===== config.mk =====
export PLATFORM = sky130hd
export DESIGN_NAME = pipe_hazard_ctrl_flat
export DESIGN_NICKNAME = d
export VERILOG_FILES = /design/src/rtl/pipe_hazard_ctrl_if.sv /design/src/rtl/pipe_hazard_ctrl.sv /design/src/flat_wrapper.sv
export SDC_FILE = /design/constraint.sdc
export NUM_CORES = 1
export LEC_CHECK = 0
export ABC_AREA = 1
export CAP_MARGIN = 20
export CORE_ASPECT_RATIO = 2
export CORE_MARGIN = 2
export CORE_UTILIZATION = 30
export DETAILED_ROUTE_END_ITERATION = 12
export SYNTH_ARGS = -nofsm -noshare
export SYNTH_HDL_FRONTEND = slang
export SYNTH_SLANG_ARGS = --single-unit

===== constraint.sdc =====
create_clock -name CLK -period 1.8 [get_ports CLK]
set_input_delay 0.36 -clock CLK [delete_from_list [all_inputs] [get_ports CLK]]
set_output_delay 0.36 -clock CLK [all_outputs]
set_load 0.05 [all_outputs]

===== src/rtl/pipe_hazard_ctrl_if.sv =====
// Hazard-control bundle between the pipeline datapath and pipe_hazard_ctrl.
// The master side drives decode/exec/memory status; the slave side returns pc and stall/flush.
interface pipe_hazard_ctrl_if #(
    parameter int unsigned CNT_W = 16
);
    logic [4:0]       dec_rs1;
    logic [4:0]       dec_rs2;
    logic             dec_use_rs1;
    logic             dec_use_rs2;
    logic             ex_valid;
    logic             ex_is_load;
    logic [4:0]       ex_rd;
    logic             br_taken;
    logic [31:0]      br_target;
    logic             mem_req;
    logic             mem_ready;
    logic             halt_req;
    logic [31:0]      pc;
    logic             fd_stall;
    logic             fd_flush;
    logic             de_stall;
    logic             de_flush;
    logic [1:0]       state;
    logic [CNT_W-1:0] stall_cnt;

    modport master (
        output dec_rs1, dec_rs2, dec_use_rs1, dec_use_rs2,
               ex_valid, ex_is_load, ex_rd, br_taken, br_target,
               mem_req, mem_ready, halt_req,
        input  pc, fd_stall, fd_flush, de_stall, de_flush, state, stall_cnt
    );

    modport slave (
        input  dec_rs1, dec_rs2, dec_use_rs1, dec_use_rs2,
               ex_valid, ex_is_load, ex_rd, br_taken, br_target,
               mem_req, mem_ready, halt_req,
        output pc, fd_stall, fd_flush, de_stall, de_flush, state, stall_cnt
    );
endinterface


===== src/rtl/pipe_hazard_ctrl.sv =====
// Pipeline hazard controller: fetch PC, stall/flush steering for the F/D and D/E registers,
// memory-wait and halt tracking, and a saturating stalled-cycle counter.
module pipe_hazard_ctrl #(
    parameter logic [31:0] RESET_PC = 32'h0000_0000,
    parameter int unsigned CNT_W    = 16
) (
    input logic              CLK,
    input logic              RST,
    pipe_hazard_ctrl_if.slave bus
);
    localparam logic [1:0] ST_RUN      = 2'd0;
    localparam logic [1:0] ST_MEM_WAIT = 2'd1;
    localparam logic [1:0] ST_HALT     = 2'd2;

    logic [31:0]      r_pc;
    logic [1:0]       r_state;
    logic [CNT_W-1:0] r_stall_cnt;

    logic             w_mem_stall;
    logic             w_lu_hazard;
    logic             w_fd_stall;
    logic             w_fd_flush;
    logic             w_de_stall;
    logic             w_de_flush;
    logic [31:0]      w_pc_nxt;
    logic [1:0]       w_state_nxt;

    // Once waiting, only mem_ready releases the stall; exec keeps its request pending.
    always_comb begin
        w_mem_stall = 1'b0;
        if (r_state == ST_MEM_WAIT) begin
            w_mem_stall = ~bus.mem_ready;
        end else begin
            w_mem_stall = bus.mem_req & ~bus.mem_ready;
        end
    end

    always_comb begin
        w_lu_hazard = bus.ex_valid & bus.ex_is_load & (bus.ex_rd != 5'd0) &
                      ((bus.dec_use_rs1 & (bus.dec_rs1 == bus.ex_rd)) |
                       (bus.dec_use_rs2 & (bus.dec_rs2 == bus.ex_rd)));
    end

    always_comb begin
        w_fd_stall  = 1'b0;
        w_fd_flush  = 1'b0;
        w_de_stall  = 1'b0;
        w_de_flush  = 1'b0;
        w_pc_nxt    = r_pc + 32'd4;
        w_state_nxt = ST_RUN;
        if (r_state == ST_HALT) begin
            w_fd_stall  = 1'b1;
            w_fd_flush  = 1'b1;
            w_de_stall  = 1'b1;
            w_de_flush  = 1'b1;
            w_pc_nxt    = r_pc;
            w_state_nxt = ST_HALT;
        end else if (w_mem_stall) begin
            w_fd_stall  = 1'b1;
            w_de_stall  = 1'b1;
            w_pc_nxt    = r_pc;
            w_state_nxt = ST_MEM_WAIT;
        end else if (bus.halt_req) begin
            w_fd_flush  = 1'b1;
            w_de_flush  = 1'b1;
            w_pc_nxt    = r_pc;
            w_state_nxt = ST_HALT;
        end else if (bus.br_taken) begin
            // Redirect wins over a load-use hazard: the decode instruction is wrong-path.
            w_fd_flush  = 1'b1;
            w_de_flush  = 1'b1;
            w_pc_nxt    = bus.br_target;
        end else if (w_lu_hazard) begin
            w_fd_stall  = 1'b1;
            w_de_flush  = 1'b1;
            w_pc_nxt    = r_pc;
        end
    end

    always_ff @(posedge CLK or posedge RST) begin
        if (RST) begin
            r_pc        <= RESET_PC;
            r_state     <= ST_RUN;
            r_stall_cnt <= '0;
        end else begin
            r_pc    <= w_pc_nxt;
            r_state <= w_state_nxt;
            if (w_fd_stall && (r_state != ST_HALT) && !(&r_stall_cnt)) begin
                r_stall_cnt <= r_stall_cnt + CNT_W'(1);
            end
        end
    end

    // While reset is held, both pipeline registers are flushed and nothing stalls.
    assign bus.fd_stall  = ~RST & w_fd_stall;
    assign bus.de_stall  = ~RST & w_de_stall;
    assign bus.fd_flush  = RST | w_fd_flush;
    assign bus.de_flush  = RST | w_de_flush;
    assign bus.pc        = r_pc;
    assign bus.state     = r_state;
    assign bus.stall_cnt = r_stall_cnt;
endmodule


===== src/flat_wrapper.sv =====
// flat-port wrapper written by rule: the top's interface ports become plain ports
module pipe_hazard_ctrl_flat 
#(
    parameter logic [31:0] RESET_PC = 32'h0000_0000,
    parameter int unsigned CNT_W    = 16
)
  (CLK, RST, bus_dec_rs1, bus_dec_rs2, bus_dec_use_rs1, bus_dec_use_rs2, bus_ex_valid, bus_ex_is_load, bus_ex_rd, bus_br_taken, bus_br_target, bus_mem_req, bus_mem_ready, bus_halt_req, bus_pc, bus_fd_stall, bus_fd_flush, bus_de_stall, bus_de_flush, bus_state, bus_stall_cnt);
  pipe_hazard_ctrl_if #(.CNT_W(CNT_W)) bus_i ();
  input logic CLK;
  input logic RST;
  input wire logic [$bits(bus_i.dec_rs1)-1:0] bus_dec_rs1;
  input wire logic [$bits(bus_i.dec_rs2)-1:0] bus_dec_rs2;
  input wire logic [$bits(bus_i.dec_use_rs1)-1:0] bus_dec_use_rs1;
  input wire logic [$bits(bus_i.dec_use_rs2)-1:0] bus_dec_use_rs2;
  input wire logic [$bits(bus_i.ex_valid)-1:0] bus_ex_valid;
  input wire logic [$bits(bus_i.ex_is_load)-1:0] bus_ex_is_load;
  input wire logic [$bits(bus_i.ex_rd)-1:0] bus_ex_rd;
  input wire logic [$bits(bus_i.br_taken)-1:0] bus_br_taken;
  input wire logic [$bits(bus_i.br_target)-1:0] bus_br_target;
  input wire logic [$bits(bus_i.mem_req)-1:0] bus_mem_req;
  input wire logic [$bits(bus_i.mem_ready)-1:0] bus_mem_ready;
  input wire logic [$bits(bus_i.halt_req)-1:0] bus_halt_req;
  output wire logic [$bits(bus_i.pc)-1:0] bus_pc;
  output wire logic [$bits(bus_i.fd_stall)-1:0] bus_fd_stall;
  output wire logic [$bits(bus_i.fd_flush)-1:0] bus_fd_flush;
  output wire logic [$bits(bus_i.de_stall)-1:0] bus_de_stall;
  output wire logic [$bits(bus_i.de_flush)-1:0] bus_de_flush;
  output wire logic [$bits(bus_i.state)-1:0] bus_state;
  output wire logic [$bits(bus_i.stall_cnt)-1:0] bus_stall_cnt;
  assign bus_i.dec_rs1 = bus_dec_rs1;
  assign bus_i.dec_rs2 = bus_dec_rs2;
  assign bus_i.dec_use_rs1 = bus_dec_use_rs1;
  assign bus_i.dec_use_rs2 = bus_dec_use_rs2;
  assign bus_i.ex_valid = bus_ex_valid;
  assign bus_i.ex_is_load = bus_ex_is_load;
  assign bus_i.ex_rd = bus_ex_rd;
  assign bus_i.br_taken = bus_br_taken;
  assign bus_i.br_target = bus_br_target;
  assign bus_i.mem_req = bus_mem_req;
  assign bus_i.mem_ready = bus_mem_ready;
  assign bus_i.halt_req = bus_halt_req;
  assign bus_pc = bus_i.pc;
  assign bus_fd_stall = bus_i.fd_stall;
  assign bus_fd_flush = bus_i.fd_flush;
  assign bus_de_stall = bus_i.de_stall;
  assign bus_de_flush = bus_i.de_flush;
  assign bus_state = bus_i.state;
  assign bus_stall_cnt = bus_i.stall_cnt;
  pipe_hazard_ctrl #(.RESET_PC(RESET_PC), .CNT_W(CNT_W)) u_core (.CLK(CLK), .RST(RST), .bus(bus_i));
endmodule

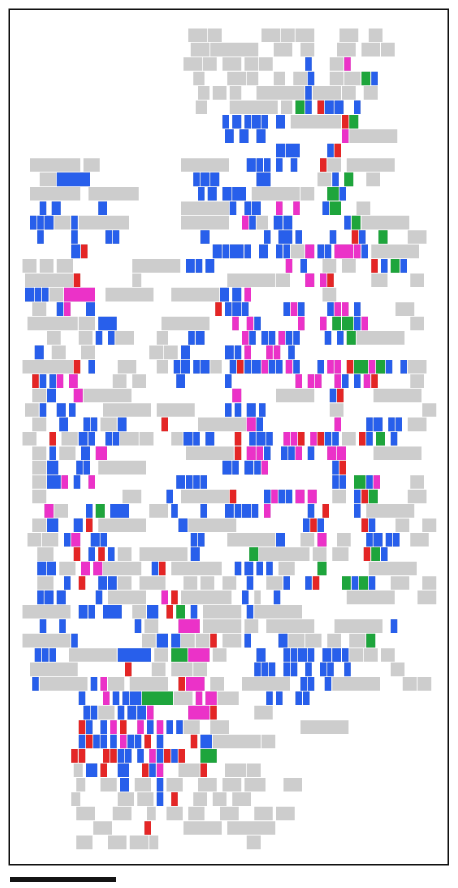
*Gate families picked out*
The bar under the picture is 20 µm long.
| colour | family | cells |
|---|---|---|
| green | aoi and oai cells | 28 |
| red | inv cells | 58 |
| magenta | nor cells | 81 |
| blue | nand cells | 320 |

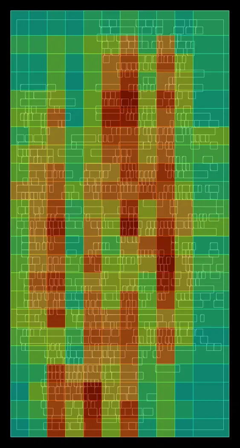
*Track usage over the die*
Avg WL per Cell: 14.6 µm
GR Layer Usage met2: 40.8%

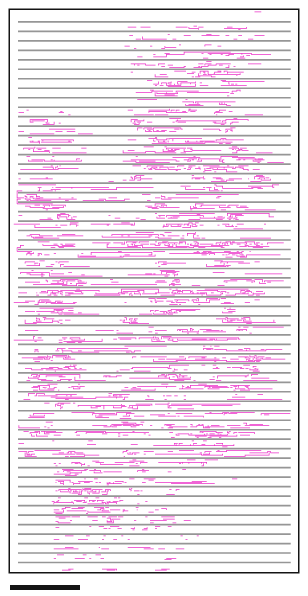
*Met1 routing*
The bar under the picture is 20 µm long. Supply wires on this layer in grey.
share of all routed wire: 33%
main direction: horizontal

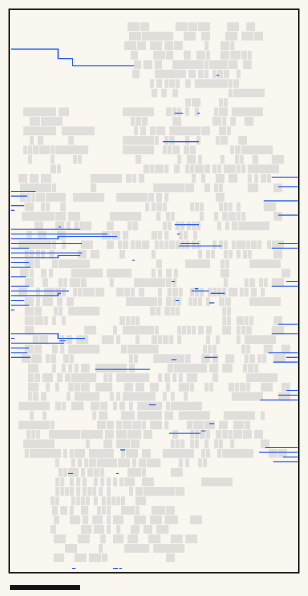
*Signal wires on met3*
The bar under the picture is 20 µm long. Cells faint in the background.
nets with wire on the layer: 65
wire length on this layer: 525 µm
share of all routed wire: 4.1%
longest straight run: 27.4 µm

==> results.py <==
# Metrics from the implementation run
metrics = {
    "pwr": {
        "share_comb_of_total_power_pct": 53.0,
        "clkPwrFrac_pct": 15.8,
        "p_total_mw": 6.27,
        "p_comb_mw": 3.33,
        "p_sw_mw": 3.09,
        "p_leak_nw": 2.66,
    },
    "timing": {
        "fin_tns_setup_ns": -0.124,
        "worst_slack_ns": -0.0555,
        "slew_headroom_pct": 72.2,
        "finalHoldViolations": 0,
        "fmax_ghz": 0.539,
        "setup-violations-final": 3,
        "fin_hold_ws_ns": 0.514,
        "slew_viol_final": 0,
    },
    "grt": {
        "use_met3_pct": 3.30,
        "grt-ovfl-total": 0,
        "grt_pass1_wl_mm": 20.9,
        "grt_use_total_pct": 20.4,
        "busiest_layer": "met2",
        "antenna_found_initial": 0,
    },
    "min_path": {
        "min_path_cells": 1,
        "hold_class": "flip-flop to flip-flop",
    },
    "synth": {
        "xor_share_pct": 4.73,
        "adder_share_pct": 0.675,
        "top_cells_by_count": "227 x nand2_1, 80 x nand3_1, 61 x nor2_1, 50 x dfrtp_1, 50 x inv_1",
        "ys_sh_aoi_pct": 4.29,
        "mux_area_share_pct": 0.608,
        "synth_top_area_share_pct": 33.8,
        "netlist_instances": 592,
        "ys_async_sr_fraction_pct": 100,
        "yosys_area_um2": 3700,
        "simple_gate_area_share_pct": 47.8,
        "yosys.cell_count.top_type": "nand2_1",
    },
    "outcome": {
        "violations": "setup timing",
        "status": "finished with violations",
    },
    "floorplanning": {
        "num_io_pins": 111,
        "fp-row-count": 57,
        "die_x_um": 82.6,
        "taps": 147,
    },
    "detailed_routing": {
        "avgViaCountPerCell": 4.77,
        "drtIter0Drc": 190,
        "dr_wl_met3_um": 524,
        "ant_nets": 0,
        "wirelength_mm": 12.9,
        "drcViolationCount": 0,
    },
    "critical_path": {
        "end_kind": "primary output",
        "worstPathRequired_ns": 1.44,
        "critical-path-top-delay-family": "flip-flops",
        "path_max_fanout": 4,
        "crit_buf_inv": 3,
        "ff2ff_setup_slack_ns": 0.03,
        "crit_end": "bus_fd_stall",
        "worstPathArrival_ns": 1.50,
        "cp_num_cells": 6,
    },
    "layout": {
        "num-multi-input-gates": 466,
        "drive_gt1_share_pct": 22.4,
        "lay_top_count": "nand2_1",
        "seq_cell_count": 50,
        "seq_area_um2": 1260,
        "buffers": 156,
        "fin_cells": 885,
        "mi_logic_area_um2": 2250,
        "nets": 796,
        "layout.nonclk_buf_share_pct": 25.4,
        "n_all_inverters": 58,
    },
    "clock_tree": {
        "cts_root_buffer": "clkbuf_16",
        "clockBufferDepth": 2,
        "cts_tree": "done",
        "clock-sinks": 50,
    },
    "place": {
        "placed_area_um2": 5230,
        "place.gp.congestion": 0.908,
    },
}
Power is estimated from default activity; no workload was simulated.
